<file path="src/rtl/watch_pkg.sv">
// Shared watch definitions: alarm FSM state encoding, calendar limits and
// default field widths used by the counter chain and its consumers.
package watch_pkg;

  typedef enum logic [1:0] {
    ST_IDLE    = 2'd0,
    ST_ARMED   = 2'd1,
    ST_RINGING = 2'd2,
    ST_SNOOZE  = 2'd3
  } state_t;

  localparam int C_HOURS_PER_DAY = 24;
  localparam int C_MIN_PER_HOUR  = 60;

  localparam int C_SEC_BIT  = 6;
  localparam int C_MIN_BIT  = 6;
  localparam int C_HOUR_BIT = 5;

  function automatic logic time_valid(input int hh, input int mm);
    return (hh < C_HOURS_PER_DAY) && (mm < C_MIN_PER_HOUR);
  endfunction

endpackage

</file>
<file path="src/rtl/watch_sec_tick_det.sv">
// Second-tick detector: flags any change of the seconds field while the
// watch is running. The delayed copy tracks i_sec even when stopped.
module watch_sec_tick_det #(
  parameter int P_SEC_BIT = 6
) (
  input  logic                 clk,
  input  logic                 reset,
  input  logic                 i_run_en,
  input  logic [P_SEC_BIT-1:0] i_sec,
  output logic                 o_tick
);

  logic [P_SEC_BIT-1:0] sec_d_reg;

  always_ff @(posedge clk or posedge reset) begin
    if (reset) begin
      sec_d_reg <= '0;
    end else begin
      sec_d_reg <= i_sec;
    end
  end

  assign o_tick = i_run_en & (i_sec != sec_d_reg);

endmodule

</file>
<file path="src/rtl/watch_alarm.sv">
// Alarm controller: compares the running time against a programmed hh:mm,
// rings at hh:mm:00, and handles stop, limited snooze and ring timeout.
module watch_alarm
  import watch_pkg::*;
#(
  parameter int P_SEC_BIT    = C_SEC_BIT,
  parameter int P_MIN_BIT    = C_MIN_BIT,
  parameter int P_HOUR_BIT   = C_HOUR_BIT,
  parameter int P_RING_SEC   = 60,
  parameter int P_SNOOZE_SEC = 300,
  parameter int P_SNOOZE_BIT = 9,
  parameter int P_MAX_SNOOZE = 3
) (
  input  logic                  clk,
  input  logic                  reset,
  input  logic                  i_run_en,
  input  logic [P_SEC_BIT-1:0]  i_sec,
  input  logic [P_MIN_BIT-1:0]  i_min,
  input  logic [P_HOUR_BIT-1:0] i_hour,
  input  logic                  i_alarm_en,
  input  logic                  i_set,
  input  logic [P_MIN_BIT-1:0]  i_set_min,
  input  logic [P_HOUR_BIT-1:0] i_set_hour,
  input  logic                  i_stop,
  input  logic                  i_snooze,
  output logic                  o_ring,
  output logic [1:0]            o_state,
  output logic [P_MIN_BIT-1:0]  o_alarm_min,
  output logic [P_HOUR_BIT-1:0] o_alarm_hour,
  output logic [1:0]            o_snooze_cnt,
  output logic                  o_missed,
  output logic                  o_set_err
);

  localparam int RING_BIT = (P_RING_SEC > 1) ? $clog2(P_RING_SEC) : 1;

  state_t                  state_reg;
  logic [RING_BIT-1:0]     ring_cnt_reg;
  logic [P_SNOOZE_BIT-1:0] snz_cnt_reg;
  logic [P_MIN_BIT-1:0]    alarm_min_reg;
  logic [P_HOUR_BIT-1:0]   alarm_hour_reg;
  logic [1:0]              snooze_cnt_reg;
  logic                    missed_reg;
  logic                    set_err_reg;

  logic sec_tick;
  logic match;
  logic set_ok;

  watch_sec_tick_det #(
    .P_SEC_BIT (P_SEC_BIT)
  ) u_sec_tick_det (
    .clk      (clk),
    .reset    (reset),
    .i_run_en (i_run_en),
    .i_sec    (i_sec),
    .o_tick   (sec_tick)
  );

  assign match  = sec_tick & (i_sec == '0) & (i_min == alarm_min_reg) & (i_hour == alarm_hour_reg);
  assign set_ok = time_valid(int'(i_set_hour), int'(i_set_min));

  always_ff @(posedge clk or posedge reset) begin
    if (reset) begin
      state_reg      <= ST_IDLE;
      ring_cnt_reg   <= '0;
      snz_cnt_reg    <= '0;
      alarm_min_reg  <= '0;
      alarm_hour_reg <= '0;
      snooze_cnt_reg <= '0;
      missed_reg     <= 1'b0;
      set_err_reg    <= 1'b0;
    end else begin
      // Programming the alarm registers is allowed even while disabled.
      set_err_reg <= i_set & ~set_ok;
      if (i_set && set_ok) begin
        alarm_min_reg  <= i_set_min;
        alarm_hour_reg <= i_set_hour;
        missed_reg     <= 1'b0;
        snooze_cnt_reg <= '0;
      end

      if (!i_alarm_en) begin
        state_reg      <= ST_IDLE;
        ring_cnt_reg   <= '0;
        snz_cnt_reg    <= '0;
        snooze_cnt_reg <= '0;
      end else if (i_set && set_ok) begin
        // A valid set re-arms and swallows any match in the same cycle.
        state_reg <= ST_ARMED;
      end else if (i_stop) begin
        missed_reg <= 1'b0;
        state_reg  <= ST_ARMED;
      end else begin
        case (state_reg)
          ST_IDLE: state_reg <= ST_ARMED;
          ST_ARMED: begin
            if (match) begin
              state_reg      <= ST_RINGING;
              ring_cnt_reg   <= '0;
              snooze_cnt_reg <= '0;
            end
          end
          ST_RINGING: begin
            if (i_snooze && (snooze_cnt_reg < 2'(P_MAX_SNOOZE))) begin
              state_reg      <= ST_SNOOZE;
              snz_cnt_reg    <= P_SNOOZE_BIT'(P_SNOOZE_SEC);
              snooze_cnt_reg <= snooze_cnt_reg + 2'd1;
            end else if (sec_tick) begin
              if (ring_cnt_reg == RING_BIT'(P_RING_SEC - 1)) begin
                state_reg  <= ST_ARMED;
                missed_reg <= 1'b1;
              end else begin
                ring_cnt_reg <= ring_cnt_reg + 1'b1;
              end
            end
          end
          ST_SNOOZE: begin
            if (sec_tick) begin
              if (snz_cnt_reg == P_SNOOZE_BIT'(1)) begin
                state_reg    <= ST_RINGING;
                ring_cnt_reg <= '0;
              end else begin
                snz_cnt_reg <= snz_cnt_reg - 1'b1;
              end
            end
          end
          default: state_reg <= ST_IDLE;
        endcase
      end
    end
  end

  assign o_ring       = (state_reg == ST_RINGING);
  assign o_state      = state_reg;
  assign o_alarm_min  = alarm_min_reg;
  assign o_alarm_hour = alarm_hour_reg;
  assign o_snooze_cnt = snooze_cnt_reg;
  assign o_missed     = missed_reg;
  assign o_set_err    = set_err_reg;

endmodule
</file>
<file path="config.mk">
export PLATFORM = sky130hd
export DESIGN_NAME = watch_alarm
export DESIGN_NICKNAME = d
export VERILOG_FILES = /design/src/rtl/watch_pkg.sv /design/src/rtl/watch_sec_tick_det.sv /design/src/rtl/watch_alarm.sv
export SDC_FILE = /design/constraint.sdc
export NUM_CORES = 1
export LEC_CHECK = 0
export CELL_PAD_IN_SITES_DETAIL_PLACEMENT = 0
export CELL_PAD_IN_SITES_GLOBAL_PLACEMENT = 2
export CORE_ASPECT_RATIO = 0.5
export CORE_UTILIZATION = 35
export DETAILED_ROUTE_END_ITERATION = 10
export DONT_BUFFER_PORTS = 1
export GPL_TIMING_DRIVEN = 0
export PLACE_DENSITY = 0.78
export SYNTH_ARGS = -nofsm -noshare
export SYNTH_HDL_FRONTEND = slang
export SYNTH_HIERARCHICAL = 1
export SYNTH_SLANG_ARGS = --single-unit
export TNS_END_PERCENT = 1
</file>
<file path="constraint.sdc">
create_clock -name clk -period 2.5 [get_ports clk]
set_clock_uncertainty 0.15 [all_clocks]
set_input_delay 0.25 -clock clk [delete_from_list [all_inputs] [get_ports clk]]
set_output_delay 0.25 -clock clk [all_outputs]
set_load 0.005 [all_outputs]
</file>
==> run_1/pins.png <==
(4 px per µm) Pins as bars across the die edge, other pins in gray.
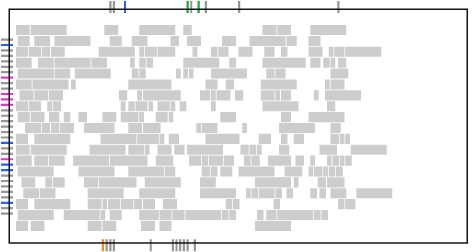
Key: green = o_snooze_cnt [pins 2, direction output, edge top]; blue = o_alarm_min [pins 6, direction output, edge 5 left, 1 top]; orange = reset [pins 1, direction input, edge bottom]; magenta = i_set_hour [pins 5, direction input, edge left]
IO buf count: 0
die width: 114 µm
Die Y: 58.1 µm

==> run_1/metal_stack.png <==
(3 px per µm) Two of the layers only.
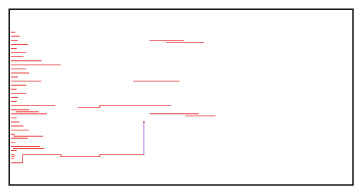
Key: red = met3 [wire length 324 µm]; purple = met4 [wire length 10.9 µm]

==> run_1/clock_map.png <==
(6 px per µm)
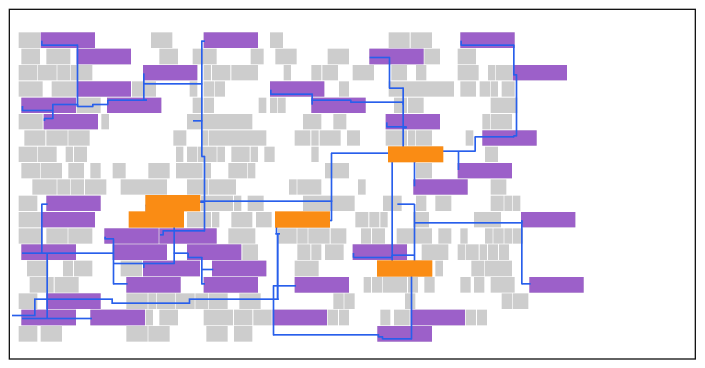
Key: orange = cells driving clock nets [count 5]; blue = clock wires [length 538 µm]; purple = flip-flops [count 38]
Position of the flops: all over the die.
Clock Latency Late Sink: 0.28 ns
Clk pwr share: 0.486

==> run_1/gate_families.png <==
(4 px per µm)
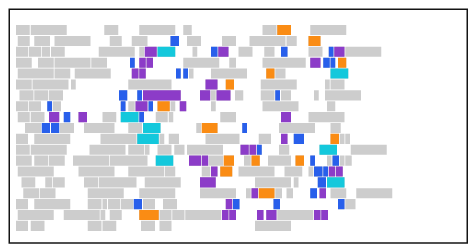
Key: blue = NAND gates [cells 32]; cyan = adder and majority cells [cells 8]; orange = AND and OR gates [cells 14]; purple = inverting AOI/OAI gates [cells 35]
final non-filler cell total: 331
most frequent logic cell in the layout: dfrtp_1
Comb area share: 0.440

==> results.ini, run 1 <==
[timing]
finalMaxSlewViolations = 0
worst_hold_slack_ns = 0.0292
hold_viol_final = 0
fmax_mhz = 370
setup_violations = 8
timing.final.ws_setup_ns = -0.206
rsz0062_at_grt = true
fin_crit_sh = 1.08
tightest_slew_ns = 0.725

[final_layout]
antennaDiodeCount = 0
nNetsFinal = 289
stdcell_area_um2 = 2800
drive_above_1_share = 0.202
synthToLayoutAreaGrowth_pct = 27.2
largest_register_ffs = 9

[clock_network]
cts_tree = yes
cts_root_buf = clkbuf_16
h-tree-depth = 2
cts_setup_buffers = 1

[global_route]
grt-ovfl-total = 0
grt_first_pass_wirelength_um = 8780
grt_pass1_vias = 1778
grt_max_degree = 33

[synthesis]
top_area_cell = dfrtp_1
ys.flops = 38
yosysChipArea_um2 = 2200
most_common_cell = dfrtp_1
syn_inst = 216
ys_sh_xor = 0.0677
yosys-top-cells-count = dfrtp_1, nand2_1, xor2_1
ys_sh_aoi = 0.148
top_cell_area_share = 0.432
synth.area.top_cells = dfrtp_1, mux2_2, xor2_1, ha_1, o21ai_0
flop_cell = dfrtp_1
yosys_warnings = 6
edf_count = 0
synthesis.area_um2 = 2200
ys_seq_frac = 0.432

[route]
viasPerCell = 5.31
dr.first_iter.drc_count = 38
via_count = 1759
wl_um = 5220
wl_per_cell_um = 15.8

[critical_path]
worstPathMaxFanout = 8
crit_type = flop to flop
crit_arrival_ns = 2.72
reg2reg_depth = 10
timing.rr.start = u_sec_tick_det/sec_d_reg[3]$_DFF_PP0_
critPathRequiredTime_ns = 2.52
regToRegSetupSlack_ns = -0.21

[floorplan]
fp_util = 0.382
pin_count = 53
dieArea_um2 = 6620
fp-row-count = 19

[job]
maxCapViolCount = 0
warnings = 33

[placed_design]
place_congestion = 0.754

[hold_path]
hold_class = input port to flop
hold_end = o_set_err$_DFF_PP0_

[outcome]
violations = setup timing
status = finished with violations

[power_and_ir_drop]
vdd_drop_max_uv = 416

-- run 1: cell type report --
| cell class | count | area (µm²) |
|---|---|---|
| Clock inverter | 3 | 68.8 |
| Tap cell | 84 | 105 |
| Clock buffer | 5 | 125 |
| Buffer | 7 | 45.0 |
| Inverter | 10 | 42.5 |
| Sequential cell | 38 | 953 |
| Multi-Input combinational cell | 161 | 1230 |
| Fill cell | 532 | 2960 |
| Timing Repair Buffer | 23 | 228 |
-- run 1: routing by layer --
layer	GRT usage	wire [µm]	vias up
met2	0.274	2340	52
li1	-	-	845
met3	0.0554	324	2
met4	0.0223	10	0
met1	0.237	2540	860
met5	0	0	-
-- run 1: worst max-delay path: stages (launching register included) --
cell	delay [ns]
dfrtp_1	0.37
xnor2_1	0.13
nand4_1	0.10
o31a_1	0.15
or4b_4	0.49
nor4_4	0.14
nand4_1	0.18
a211o_1	0.33
buf_6	0.15
o21bai_1	0.14
a32o_1	0.25
-- run 1: worst max path at each step --
stage                                          start                          end  slack, ns  cells past startpoint
2_1_floorplan  u_sec_tick_det/sec_d_reg[3]$_DFF_PP0_  ring_cnt_reg[2]$_DFFE_PP0P_      -0.03                     10
3_3_place_gp                  o_state[0]$_DFFE_PP0P_   snz_cnt_reg[8]$_DFFE_PP0P_      -0.48                     10
3_5_place_dp                  o_state[0]$_DFFE_PP0P_   snz_cnt_reg[8]$_DFFE_PP0P_      -0.47                     10
4_1_cts        u_sec_tick_det/sec_d_reg[3]$_DFF_PP0_  ring_cnt_reg[2]$_DFFE_PP0P_      -0.21                     10
5_1_grt        u_sec_tick_det/sec_d_reg[3]$_DFF_PP0_  ring_cnt_reg[2]$_DFFE_PP0P_      -0.32                     10
6_report       u_sec_tick_det/sec_d_reg[3]$_DFF_PP0_  ring_cnt_reg[2]$_DFFE_PP0P_      -0.21                     10
-- run 1: report_power, final --
part           internal, mW  leakage [nW]  switching, mW  total [mW]
sequential            0.651         0.487         0.0392       0.690
combinational        0.0992         0.582         0.0867       0.186
clock                 0.573        0.0940          0.254       0.827
-- run 1: per-stage QoR --
step            util  power [mW]  std cells  setup WS [ns]  TNS, ns
6_report       0.486        1.70        331         -0.206   -0.920
2_1_floorplan      -       0.816        216        -0.0331  -0.0972
5_1_grt        0.486        1.77        331         -0.318    -1.89
3_3_place_gp   0.403       0.848        300         -0.484    -6.18
4_1_cts        0.481        1.71        330         -0.210    -1.07
3_5_place_dp   0.403       0.852        300         -0.471    -6.14
-- run 1: placed cells by master (no fill, tap or decap), drive strengths merged, types with 2 or more instances in the layout --
cell type	Yosys	final
a21oi	8	8
nor2	11	11
nor3	8	8
nor4	4	4
nor3b	2	2
a21o	2	2
nand2b	3	3
a32o	3	3
nand2	15	15
nor2b	2	2
bufinv	0	2
buf	4	5
xnor2	4	4
or2	4	4
xor2	13	13
dlygate4sd3	0	22
mux2	13	13
o21ai	12	12
o31a	2	2
inv	10	10
a2111oi	2	2
mux2i	3	3
dfrtp	38	38
ha	8	8
a21boi	7	7
or4	2	2
nand4	4	4
nand3	9	9
o21a	2	2
clkbuf	3	8
and2	2	2
==> run 2, diff against run 1 <==
- CORE_UTILIZATION: 35 -> 39
- PLACE_DENSITY: 0.78 -> 0.82
- SYNTH_HIERARCHICAL: 1 -> not set
- clock period: 2.5 -> 3 ns (I/O delays scaled with it)
==> run_2/clock_map.png <==
(6 px per µm)
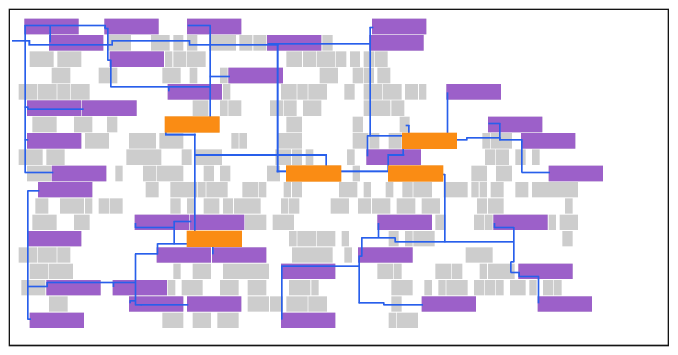
Clk pwr share: 0.396
Clock group: 495 µW

==> run_2/final_clocks.png <==
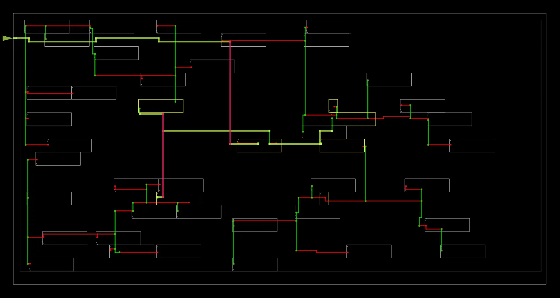
clk sink count: 38
total clock buffers created by CTS: 5
clock buffer count: 5
Flops: 38

==> run_2/pins.png <==
(4 px per µm) Pins as bars across the die edge, other pins in gray.
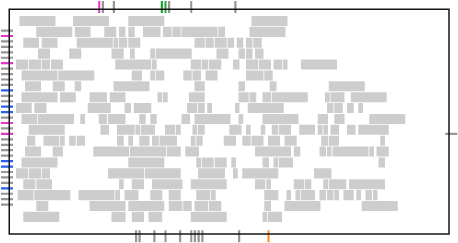
die width: 110 µm
Die Y: 55.8 µm

==> results.ini, run 2 <==
[power_and_ir_drop]
p_total_mw = 1.25

[critical_path]
timing.rr.start = o_state[0]$_DFFE_PP0P_
crit_chain = ha_1, buf_2, inv_1, nor2_1, a311oi_1, a41oi_1, o41ai_1, o31ai_1
crit_arrival_ns = 2.51
critPathSlowestCell = a311oi_1
regToRegSetupSlack_ns = 0.48
slowest_delay_ns = 0.54
worstPathMaxFanout = 10
crit_start = o_state[0]$_DFFE_PP0P_

[hold_path]
hold_class = input port to flop

[floorplan]
pin_count = 53
fp_util = 0.407

[global_route]
grt-ovfl-total = 0
grt_first_pass_wirelength_um = 8650

[placed_design]
dp_cells = 294
place_congestion = 0.791

[synthesis]
ys.flops = 38
synthesis.area_um2 = 2260
flop_cell = dfrtp_1
top_area_cell = dfrtp_1
yosysChipArea_um2 = 2260
edf_count = 0
yosys-top-cells-count = dfrtp_1, nand2_1, nand3_1, nor2_1
syn_inst = 221
synth.area.top_cells = dfrtp_1, mux2_2, ha_1, xnor2_1, nand3_1

[clock_network]
clock_latency_ns = 0.28
cts_setup_buffers = 0
h-tree-depth = 2
cts_root_buf = clkbuf_16

[final_layout]
fin_util = 0.461
nNetsFinal = 278
final_cells = 308
largest_register_ffs = 9
synthToLayoutAreaGrowth_pct = 13.1
mostFrequentLayoutCell = dfrtp_1
drive_above_1_share = 0.132

[timing]
setup_violations = 0
finalMaxSlewViolations = 0
rsz0062_at_grt = false
tightest_slew_ns = 0.798
fmax_mhz = 397

[route]
viasPerCell = 5.84
wl_um = 5150
wl_per_cell_um = 16.7

[job]
warnings = 30

[outcome]
status = completed

[run 2: cell types whose count changed in the layout (fill, tap and decap cells not counted), moves of 4 or more]
cell           delta
dlygate4sd3_1    -15
nand3_1           +4
buf_4             -4
xnor2_1           +7
o21ai_0           -5
o31ai_1           +7
xor2_1            -7
[run 2: worst paths after layout]
kind | to | cells past startpoint
setup reg to reg | ring_cnt_reg[4]$_DFFE_PP0P_ | 8
hold reg to reg | ring_cnt_reg[5]$_DFFE_PP0P_ | 1
hold / removal | o_alarm_hour[2]$_DFFE_PP0P_ | 1
setup / recovery | ring_cnt_reg[4]$_DFFE_PP0P_ | 8
max in group asynchronous | ring_cnt_reg[4]$_DFFE_PP0P_ | 2
min in group asynchronous | snz_cnt_reg[2]$_DFFE_PP0P_ | 2
[run 2: power breakdown]
group	leakage, nW	total, mW	switching, mW	internal [mW]
clock	0.0694	0.495	0.195	0.300
combinational	0.494	0.174	0.0911	0.0825
sequential	0.482	0.581	0.0361	0.545
[run 2: logic make-up after synthesis]
group                      count (synthesis)  synth area share
buffers and inverters                     14            0.0272
xor gates and xnor gates                  17            0.0660
adders and majority gates                  8            0.0443
and+or+nand+nor                           76             0.189
AOI/OAI and AO/OA                         53             0.180
muxes                                     15            0.0726
DFF                                       38             0.421
[run 2: critical path, delay by kind of cell, from the launching register on]
family	cells	cell delay [ns]
AND-OR/OR-AND	4	1.02
adder cells (fa/ha/maj)	1	0.26
buffers and inverters	2	0.43
flip-flops	1	0.45
AND/OR/NAND/NOR	1	0.08
[run 2: cell type report]
class                      instances  area [µm²]
sequential                        38         951
inverter                           8        30.0
fill                             536        2990
timing repair buffer               7        70.1
buffer                             6        31.3
clock buffer                       5         125
multi-input combinational        169        1240
tap                               73        91.3
clock inverter                     2        10.0
[run 2: routing by layer]
metal / routed length (µm) / track usage / vias to the layer above
met1: 2520 / 0.269 / 869
met2: 2210 / 0.276 / 67
li1: - / - / 859
met5: 0 / 0 / -
met4: 38 / 0.0343 / 0
met3: 387 / 0.0539 / 5
[run 2: metrics by stage]
| stage | setup slack, ns | hold slack, ns | cell area [µm²] |
|---|---|---|---|
| 6_report | 0.483 | 0.0197 | 2550 |
| 5_1_grt | 0.232 | 0.0115 | 2550 |
| 4_1_cts | 0.477 | 0.0166 | 2550 |
| 3_5_place_dp | 0.486 | 0.182 | 2350 |
| 3_3_place_gp | 0.493 | 0.182 | 2350 |
| 2_1_floorplan | 0.886 | 0.181 | 2260 |
[run 2: repair_timing]
action,in CTS,in global routing
hold endpoints to repair,44,0
hold buffers,7,0
setup endpoints to repair,0,0
==> run_2/metal_stack.png <==
(3 px per µm) Two of the layers only.
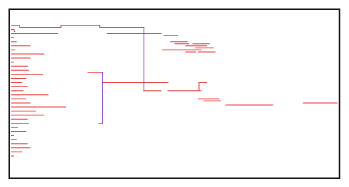

==> run 3, diff against run 2 <==
- clock period: 3 -> 2.4 ns (I/O delays scaled with it)
==> run_3/metal_stack.png <==
(3 px per µm) Two of the layers only.
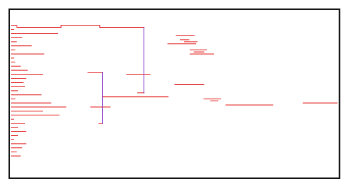
Key: red = met3 [wire length 345 µm]; purple = met4 [wire length 38.8 µm]

==> run_3/clock_map.png <==
(6 px per µm)
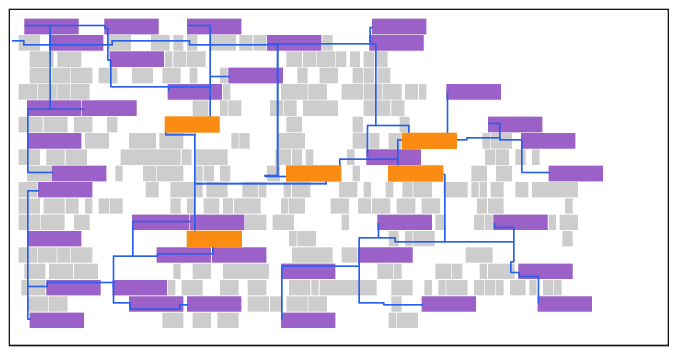
Key: purple = flip-flops [count 38]; orange = cells driving clock nets [count 5]; blue = clock wires [length 538 µm]
There are 6 routed clock nets.
Clock group: 620 µW
Clk pwr share: 0.390

==> run_3/gate_families.png <==
(4 px per µm)
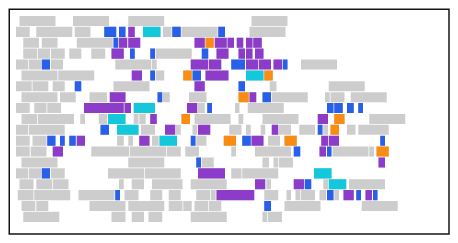
Comb area share: 0.475
final non-filler cell total: 320

==> results.ini, run 3 <==
[floorplan]
dieHeight_um = 55.8
fp-row-count = 19
pin_count = 53
fp.dieW_um = 110

[route]
dr.first_iter.drc_count = 74
wl_um = 5300
via_count = 1841
wl_per_cell_um = 16.6
viasPerCell = 5.75

[placed_design]
preCtsSetupSlack_ns = -0.114
place_congestion = 0.791
dp_cells = 294

[global_route]
grt_pass1_vias = 1828
grt-ovfl-total = 0
grt_first_pass_wirelength_um = 8950

[synthesis]
ys_seq_frac = 0.421
most_common_cell = dfrtp_1
yosysChipArea_um2 = 2260
flop_cell = dfrtp_1
yosys-top-cells-count = dfrtp_1, nand2_1, nand3_1, nor2_1
yosys_warnings = 0
ys.flops = 38
syn_inst = 221
top_cell_area_share = 0.421
edf_count = 0
synthesis.area_um2 = 2260

[timing]
rsz0062_at_grt = false
setup_violations = 0
fin_crit_sh = 0.946
timing.final.ws_setup_ns = 0.128
finalMaxSlewViolations = 0
fmax_mhz = 440
hold_viol_final = 0

[clock_network]
cts_tree = yes
cts_root_buf = clkbuf_16
cts_made_buffers = 5
clock_sinks = 38

[final_layout]
fin_util = 0.494
mostFrequentLayoutCells = dfrtp_1, dlygate4sd3_1, nand2_1
mostFrequentLayoutCell = dfrtp_1
drive_above_1_share = 0.170
synthToLayoutAreaGrowth_pct = 21.3

[critical_path]
regToRegSetupSlack_ns = 0.13
crit_type = flop to flop
worstPathMaxFanout = 5
crit_arrival_ns = 2.32
r2r_end = ring_cnt_reg[1]$_DFFE_PP0P_

[hold_path]
hold_class = input port to flop
whs_path_depth = 2
hold_end = o_set_err$_DFF_PP0_

[outcome]
status = completed

[power_and_ir_drop]
vdd_drop_max_uv = 330

## run 3: area by class of cell
| type | instances | area (µm²) | share of cell area |
|---|---|---|---|
| repair buffers | 19 | 190 | 0.0694 |
| inverters | 8 | 33.8 | 0.0123 |
| clock inverters | 2 | 10.0 | 0.00365 |
| clock buffers | 5 | 125 | 0.0457 |
| flip-flops and latches | 38 | 952 | 0.348 |
| well taps | 73 | 91.3 | 0.0333 |
| multi-input cells | 169 | 1300 | 0.475 |
| plain buffers | 6 | 35.0 | 0.0128 |
## run 3: kinds of logic after synthesis
group / synth area share
AND/OR/NAND/NOR: 0.189
AND-OR/OR-AND: 0.180
flip-flops: 0.421
XOR/XNOR: 0.0660
multiplexers: 0.0726
buffers and inverters: 0.0272
adder cells (fa/ha/maj): 0.0443
## run 3: worst max-delay path by stage
stage	end	startpoint	cells past startpoint	slack, ns
finish	ring_cnt_reg[1]$_DFFE_PP0P_	o_state[1]$_DFFE_PP0P_	8	0.13
global placement	ring_cnt_reg[4]$_DFFE_PP0P_	o_state[0]$_DFFE_PP0P_	8	-0.11
CTS	ring_cnt_reg[5]$_DFFE_PP0P_	o_state[0]$_DFFE_PP0P_	8	0.02
global route	ring_cnt_reg[1]$_DFFE_PP0P_	o_state[1]$_DFFE_PP0P_	8	0.02
detailed placement	ring_cnt_reg[5]$_DFFE_PP0P_	o_state[0]$_DFFE_PP0P_	8	-0.11
floorplan	ring_cnt_reg[4]$_DFFE_PP0P_	o_state[0]$_DFFE_PP0P_	8	0.29
## run 3: worst max-delay path, cell delays in order, from the launching register on
cell,delay [ns]
dfrtp_2,0.45
inv_1,0.09
ha_2,0.25
nor2_1,0.08
or2_2,0.28
nand2_1,0.08
nand2_1,0.13
or4_1,0.54
a21oi_1,0.15
## run 3: layer usage
metal,part of all wire,track usage,wire length [µm]
met1,0.48,0.269,2570
met2,0.44,0.295,2350
met3,0.065,0.0574,344
met4,0.0072,0.0343,38
met5,0,0,0
## run 3: report_power, final
part / switching [mW] / internal, mW / total [mW]
logic: 0.122 / 0.119 / 0.241
registers: 0.0463 / 0.682 / 0.728
clock network: 0.245 / 0.375 / 0.620
total: 0.413 / 1.17 / 1.59
## run 3: metrics by stage
stage | setup TNS (ns) | hold slack [ns] | cell area [µm²]
final | 0 | 0.0268 | 2740
after global routing | 0 | 0.0319 | 2740
after detailed placement | -0.207 | 0.122 | 2350
after CTS | 0 | 0.0233 | 2680
after global placement | -0.207 | 0.122 | 2350
after floorplan | 0 | 0.121 | 2260
## run 3: repair_timing
item / CTS / global route
gates resized: 1 / 14
pin swaps: 0 / 2
endpoints found under the setup margin: 2 / 7
hold buffers: 19 / 0
setup buffers: 0 / 0
endpoints found under the hold margin: 56 / 0
Power figures rest on the tool's default switching activity, not on a simulated workload.
